--- src/rtl/sd_stream_demux_pkg.sv ---
// Shared types and defaults for the SD-card stream demultiplexer.
package stream_pkg;

   typedef enum logic [1:0] {
      HUNT  = 2'd0,
      VIDEO = 2'd1,
      AUDIO = 2'd2
   } state_t;

   localparam logic [7:0] HEADER = 8'hFF;

   localparam int VIDEO_BYTES_DEF    = 2400;
   localparam int AUDIO_BYTES_DEF    = 128;
   localparam int TIMEOUT_CYCLES_DEF = 4096;

   // Address width covers the larger of the two payload sections.
   function automatic int addr_width(input int video_bytes, input int audio_bytes);
      if (video_bytes > audio_bytes) begin
         return $clog2(video_bytes);
      end else begin
         return $clog2(audio_bytes);
      end
   endfunction

endpackage

--- src/rtl/sd_stream_demux_if.sv ---
// Buffer-write side of the stream demux: payload byte, address, strobes and status.
interface sd_stream_demux_if #(
   parameter int ADDR_W = 12
);
   logic [7:0]        wr_data;
   logic [ADDR_W-1:0] wr_addr;
   logic              write_video;
   logic              write_audio;
   logic              in_packet;
   logic              frame_done;
   logic              err;

   modport master (
      output wr_data, wr_addr, write_video, write_audio, in_packet, frame_done, err
   );

   modport slave (
      input wr_data, wr_addr, write_video, write_audio, in_packet, frame_done, err
   );
endinterface

--- src/rtl/sd_stream_demux_spi_bit_sampler.sv ---
// Brings SPI_clk/MISO into the system clock domain and flags each SPI_clk rising edge.
module spi_bit_sampler (
   input  logic clk,
   input  logic rst_n,
   input  logic spi_clk,
   input  logic miso,
   output logic bit_valid,
   output logic bit_data
);

   logic clk_meta_r;
   logic clk_sync_r;
   logic clk_prev_r;
   logic miso_meta_r;
   logic miso_sync_r;

   // Two-flop synchronisers plus one history flop for edge detection
   always_ff @(posedge clk or negedge rst_n) begin
      if (!rst_n) begin
         clk_meta_r  <= 1'b0;
         clk_sync_r  <= 1'b0;
         clk_prev_r  <= 1'b0;
         miso_meta_r <= 1'b0;
         miso_sync_r <= 1'b0;
      end else begin
         clk_meta_r  <= spi_clk;
         clk_sync_r  <= clk_meta_r;
         clk_prev_r  <= clk_sync_r;
         miso_meta_r <= miso;
         miso_sync_r <= miso_meta_r;
      end
   end

   // MISO comes from the same synchroniser depth as the clock it is qualified by.
   assign bit_valid = clk_sync_r & ~clk_prev_r;
   assign bit_data  = miso_sync_r;

endmodule

--- src/rtl/sd_stream_demux.sv ---
// SD stream demux: hunts for the 0xFF header and splits the payload into video then audio writes.
// Optional stall timeout abort is compiled in with SD_STREAM_TIMEOUT_EN.
module sd_stream_demux
   import stream_pkg::*;
#(
   parameter int VIDEO_BYTES = VIDEO_BYTES_DEF,
   parameter int AUDIO_BYTES = AUDIO_BYTES_DEF
`ifdef SD_STREAM_TIMEOUT_EN
   ,
   parameter int TIMEOUT_CYCLES = TIMEOUT_CYCLES_DEF
`endif
) (
   input  logic               CLK_40,
   input  logic               reset,
   input  logic               en,
   input  logic               SPI_clk,
   input  logic               MISO,
   sd_stream_demux_if.master  bus
);

   localparam int ADDR_W = addr_width(VIDEO_BYTES, AUDIO_BYTES);
   localparam logic [ADDR_W-1:0] VIDEO_LAST = ADDR_W'(VIDEO_BYTES - 1);
   localparam logic [ADDR_W-1:0] AUDIO_LAST = ADDR_W'(AUDIO_BYTES - 1);

   logic              bit_valid_s;
   logic              bit_data_s;
   logic [7:0]        sh_next_s;
   logic              tmo_hit_s;
   logic              abort_s;

   state_t            state_r;
   logic [7:0]        sh_r;
   logic [2:0]        bit_cnt_r;
   logic [ADDR_W-1:0] byte_cnt_r;
   logic              byte_done_r;
   logic [7:0]        wr_data_r;
   logic [ADDR_W-1:0] wr_addr_r;
   logic              write_video_r;
   logic              write_audio_r;
   logic              in_packet_r;
   logic              frame_done_r;

   spi_bit_sampler u_sampler (
      .clk       (CLK_40),
      .rst_n     (reset),
      .spi_clk   (SPI_clk),
      .miso      (MISO),
      .bit_valid (bit_valid_s),
      .bit_data  (bit_data_s)
   );

   assign sh_next_s = {sh_r[6:0], bit_data_s};

`ifdef SD_STREAM_TIMEOUT_EN
   localparam int TMO_W = $clog2(TIMEOUT_CYCLES + 1);

   logic [TMO_W-1:0] tmo_cnt_r;
   logic             err_r;

   assign tmo_hit_s = (state_r != HUNT) && !bit_valid_s &&
                      (tmo_cnt_r == TMO_W'(TIMEOUT_CYCLES - 1));

   // Stall counter: cycles in a packet since the last SPI bit
   always_ff @(posedge CLK_40 or negedge reset) begin
      if (!reset) begin
         tmo_cnt_r <= '0;
         err_r     <= 1'b0;
      end else begin
         err_r <= tmo_hit_s;
         if ((state_r == HUNT) || bit_valid_s || tmo_hit_s || !en) begin
            tmo_cnt_r <= '0;
         end else begin
            tmo_cnt_r <= tmo_cnt_r + TMO_W'(1);
         end
      end
   end

   assign bus.err = err_r;
`else
   assign tmo_hit_s = 1'b0;
   assign bus.err   = 1'b0;
`endif

   assign abort_s = !en || tmo_hit_s;

   // Packet FSM: header hunt, byte assembly and buffer write strobes
   always_ff @(posedge CLK_40 or negedge reset) begin
      if (!reset) begin
         state_r       <= HUNT;
         sh_r          <= 8'h00;
         bit_cnt_r     <= 3'd0;
         byte_cnt_r    <= '0;
         byte_done_r   <= 1'b0;
         wr_data_r     <= 8'h00;
         wr_addr_r     <= '0;
         write_video_r <= 1'b0;
         write_audio_r <= 1'b0;
         in_packet_r   <= 1'b0;
         frame_done_r  <= 1'b0;
      end else begin
         write_video_r <= 1'b0;
         write_audio_r <= 1'b0;
         frame_done_r  <= 1'b0;
         byte_done_r   <= 1'b0;
         case (state_r)
            HUNT: begin
               in_packet_r <= 1'b0;
               bit_cnt_r   <= 3'd0;
               byte_cnt_r  <= '0;
               if (en && bit_valid_s) begin
                  sh_r <= sh_next_s;
                  if (sh_next_s == HEADER) begin
                     state_r     <= VIDEO;
                     in_packet_r <= 1'b1;
                  end
               end
            end
            VIDEO, AUDIO: begin
               // Abort wins over a byte completing or being written this cycle.
               if (abort_s) begin
                  state_r     <= HUNT;
                  in_packet_r <= 1'b0;
                  sh_r        <= 8'h00;
                  bit_cnt_r   <= 3'd0;
                  byte_cnt_r  <= '0;
               end else begin
                  if (bit_valid_s) begin
                     sh_r        <= sh_next_s;
                     bit_cnt_r   <= bit_cnt_r + 3'd1;
                     byte_done_r <= (bit_cnt_r == 3'd7);
                  end
                  if (byte_done_r) begin
                     wr_data_r <= sh_r;
                     wr_addr_r <= byte_cnt_r;
                     if (state_r == VIDEO) begin
                        write_video_r <= 1'b1;
                        if (byte_cnt_r == VIDEO_LAST) begin
                           state_r    <= AUDIO;
                           byte_cnt_r <= '0;
                        end else begin
                           byte_cnt_r <= byte_cnt_r + ADDR_W'(1);
                        end
                     end else begin
                        write_audio_r <= 1'b1;
                        if (byte_cnt_r == AUDIO_LAST) begin
                           // Clearing sh keeps trailing ones from faking a new header.
                           frame_done_r <= 1'b1;
                           state_r      <= HUNT;
                           sh_r         <= 8'h00;
                           bit_cnt_r    <= 3'd0;
                           byte_cnt_r   <= '0;
                        end else begin
                           byte_cnt_r <= byte_cnt_r + ADDR_W'(1);
                        end
                     end
                  end
               end
            end
            default: begin
               state_r     <= HUNT;
               in_packet_r <= 1'b0;
               sh_r        <= 8'h00;
            end
         endcase
      end
   end

   assign bus.wr_data     = wr_data_r;
   assign bus.wr_addr     = wr_addr_r;
   assign bus.write_video = write_video_r;
   assign bus.write_audio = write_audio_r;
   assign bus.in_packet   = in_packet_r;
   assign bus.frame_done  = frame_done_r;

endmodule

--- src/flat_wrapper.sv ---
// flat-port wrapper written by rule: the top's interface ports become plain ports
module sd_stream_demux_flat import stream_pkg::*;
#(
   parameter int VIDEO_BYTES = VIDEO_BYTES_DEF,
   parameter int AUDIO_BYTES = AUDIO_BYTES_DEF

)
  (CLK_40, reset, en, SPI_clk, MISO, bus_wr_data, bus_wr_addr, bus_write_video, bus_write_audio, bus_in_packet, bus_frame_done, bus_err);
  sd_stream_demux_if #(.ADDR_W((2))) bus_i ();
  input  logic CLK_40;
  input  logic reset;
  input  logic en;
  input  logic SPI_clk;
  input  logic MISO;
  output wire logic [$bits(bus_i.wr_data)-1:0] bus_wr_data;
  output wire logic [$bits(bus_i.wr_addr)-1:0] bus_wr_addr;
  output wire logic [$bits(bus_i.write_video)-1:0] bus_write_video;
  output wire logic [$bits(bus_i.write_audio)-1:0] bus_write_audio;
  output wire logic [$bits(bus_i.in_packet)-1:0] bus_in_packet;
  output wire logic [$bits(bus_i.frame_done)-1:0] bus_frame_done;
  output wire logic [$bits(bus_i.err)-1:0] bus_err;
  assign bus_wr_data = bus_i.wr_data;
  assign bus_wr_addr = bus_i.wr_addr;
  assign bus_write_video = bus_i.write_video;
  assign bus_write_audio = bus_i.write_audio;
  assign bus_in_packet = bus_i.in_packet;
  assign bus_frame_done = bus_i.frame_done;
  assign bus_err = bus_i.err;
  sd_stream_demux #(.VIDEO_BYTES(VIDEO_BYTES), .AUDIO_BYTES(AUDIO_BYTES)) u_core (.CLK_40(CLK_40), .reset(reset), .en(en), .SPI_clk(SPI_clk), .MISO(MISO), .bus(bus_i));
endmodule
--- config.mk ---
export PLATFORM = sky130hd
export DESIGN_NAME = sd_stream_demux_flat
export DESIGN_NICKNAME = d
export VERILOG_FILES = /design/src/rtl/sd_stream_demux_pkg.sv /design/src/rtl/sd_stream_demux_if.sv /design/src/rtl/sd_stream_demux_spi_bit_sampler.sv /design/src/rtl/sd_stream_demux.sv /design/src/flat_wrapper.sv
export SDC_FILE = /design/constraint.sdc
export NUM_CORES = 1
export LEC_CHECK = 0
export CAP_MARGIN = 40
export CORE_MARGIN = 3
export CORE_UTILIZATION = 50
export CTS_CLUSTER_SIZE = 20
export DETAILED_ROUTE_END_ITERATION = 8
export PLACE_DENSITY = 0.76
export SLEW_MARGIN = 15
export SYNTH_ARGS = -nofsm -noshare
export SYNTH_HDL_FRONTEND = slang
export SYNTH_HIERARCHICAL = 1
export SYNTH_SLANG_ARGS = --single-unit
--- constraint.sdc ---
create_clock -name CLK_40 -period 3.3 [get_ports CLK_40]
set_clock_uncertainty 0.15 [all_clocks]
set_input_delay 0.66 -clock CLK_40 [delete_from_list [all_inputs] [get_ports CLK_40]]
set_output_delay 0.66 -clock CLK_40 [all_outputs]
set_load 0.03 [all_outputs]
==> GITHUB_STEP_SUMMARY <==
### Yosys + OpenROAD results

| Metric | Value |
|---|---|
| Flop pwr share | 0.614 |
| Leading power group | sequential cells |
| Switching part of the total | 0.237 |
| CTS tree | yes |
| # Cells Yosys | 182 |
| Crit-path cells | ha_1, or4b_1, a211oi_2, nor2_1, nor3_1, mux2i_1 |
| Pre-Repair DR Iteration Count | 5 |
| Detailed placement HPWL | 2890 um |
| Worst Path Arrival | between 2000 and 3000 ps |
| Simple Share, Synth | 0.167 |
| Power Total | between 0.9 and 1 mW |
| Largest net degree at the start of global routing | 26 |
| CP required | 3360 ps |
| 1st-iter DRT viols | between 100 and 150 |
| Gate Area | between 800 and 900 um2 |
| Largest register FFs | 12 |
| Clock network area share | 0.0367 |
| Seq/Total Area, Yosys | 0.558 |
| Unrepaired setup endpoints after global routing | no |
| Comb pwr | around 0.047 mW |
| Worst setup SP type | flip-flop |
| Synth unique cells | 36 |
| Compound Share, Synth | 0.141 |
| Share of layout cells above drive strength 1 | 0.141 |
| Power in the clock group | 0.331 mW |
| Synth-to-layout area growth | 16.6% |
| FF-to-FF Start | u_core/state_r[0] |
| Post-cts sizing count | 0 |
| Worst path depth | 6 |
| Sink Count | 45 |
| CP startpoint | u_core/state_r[0] |
| CP delay by family, top | simple AND/OR/NAND/NOR gates |
| I/O pin count | 20 |
| Remaining DRCs | 0 |
| Largest Register | u_core/byte_cnt_r |
| Met2 Use GR | 0.272 |
| Flop share of the area | 0.479 |
| NonClk Buf Share | 0.0894 |
| Final setup viols | 0 |
| CP endpoint | u_core/state_r[1] |
| Net switching power | 0.232 mW |
| Wire length on met3 | between 200 and 300 um |
| Synth mux share | 0.0663 |
| Setup ws final | around 620 ps |
| Static Leak | around 1.1 nW |
| Clkbuf count | 5 |
| GR Overflow Total | 0 |
| Top cells by count, synth | 45 x dfrtp_1, 16 x nor2_1, 15 x nand2_1, 12 x o21ai_0, 11 x mux2_2 |
| Die area | ~4800 um2 |
| Nonclk inv count | 7 |
| Top sig layer | met4 |
| FFs w/ async S/R, synth | 1.00 |
| Status | completed |
| Antenna violations before repair | 0 |
| Max stage delay cell, worst path | or4b_1 |
| DP Area | 2270 um2 |
| Final Non-Filler Cells | 253 |
| Adders+Majority by Area | 0.0372 |
| Avg Cell Area, Syn | roughly 11 um2 |
| Comb/total area | 0.359 |
| Final min period | 2680 ps |
| Yosys stat chip area | ~2000 um2 |
| Pre-CTS setup slack | between 600 and 700 ps |
| OpenROAD warning count | 28 |
| Worst setup EP type | flip-flop |
| Setup TNS Final | 0 ps |
| Int Pwr | approximately 0.75 mW |
| Post-CTS setup buffer count | 0 |
| Fin. Hold Viols | 0 |
Pin map:
Pins as bars across the die edge, other pins in grey.
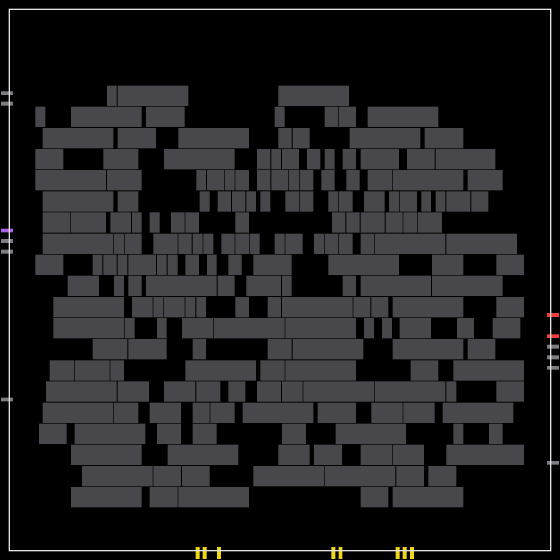
Key: bus_wr_addr = red [pins 2, direction output, edge right]; SPI_clk = purple [pins 1, direction input, edge left]; bus_wr_data = yellow [pins 8, direction output, edge bottom]
die height: 69.5 um
Die Wd: 69.5 um
IO Port Bufs: 18

Sequential cells coloured by netlist name:
Scale bar: 20 um. Other sequential cells in the stronger grey, the rest of the logic in the fainter grey.
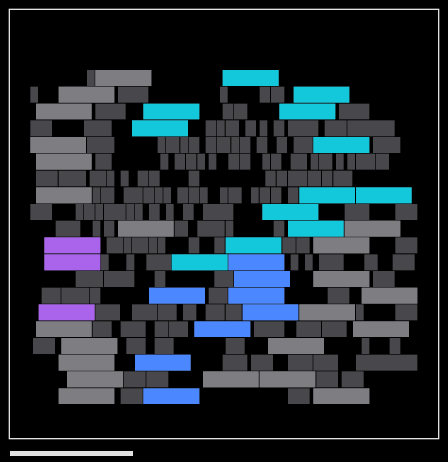
Key: u_core/sh_r = blue [placed flops 8]; u_core/bit_cnt_r = purple [placed flops 3]; u_core/byte_cnt_r = cyan [placed flops 12]
Another 22 sequential cells are not coloured.

Signal wires by layer:
Only two layers are drawn.
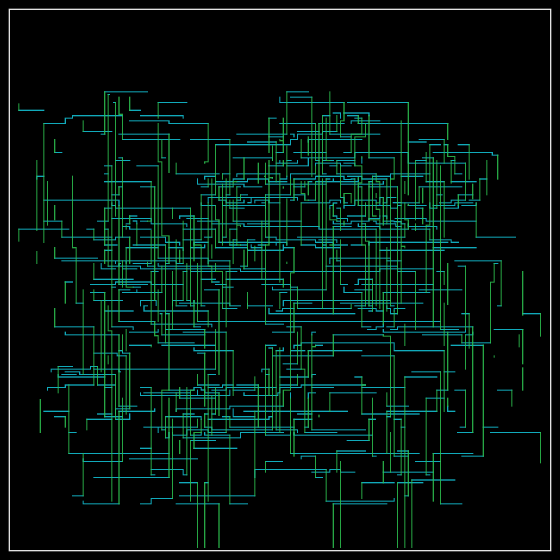
Key: M1 = cyan [wire length 1830 um]; M2 = green [wire length 1860 um]
GR Util All Layers: 0.180
post-DR wirelength/cell: 15.8 um
DR vias: 1490
Total Wirelength: 4000 um

No activity file was given, so power comes from the tool's default toggle rates.
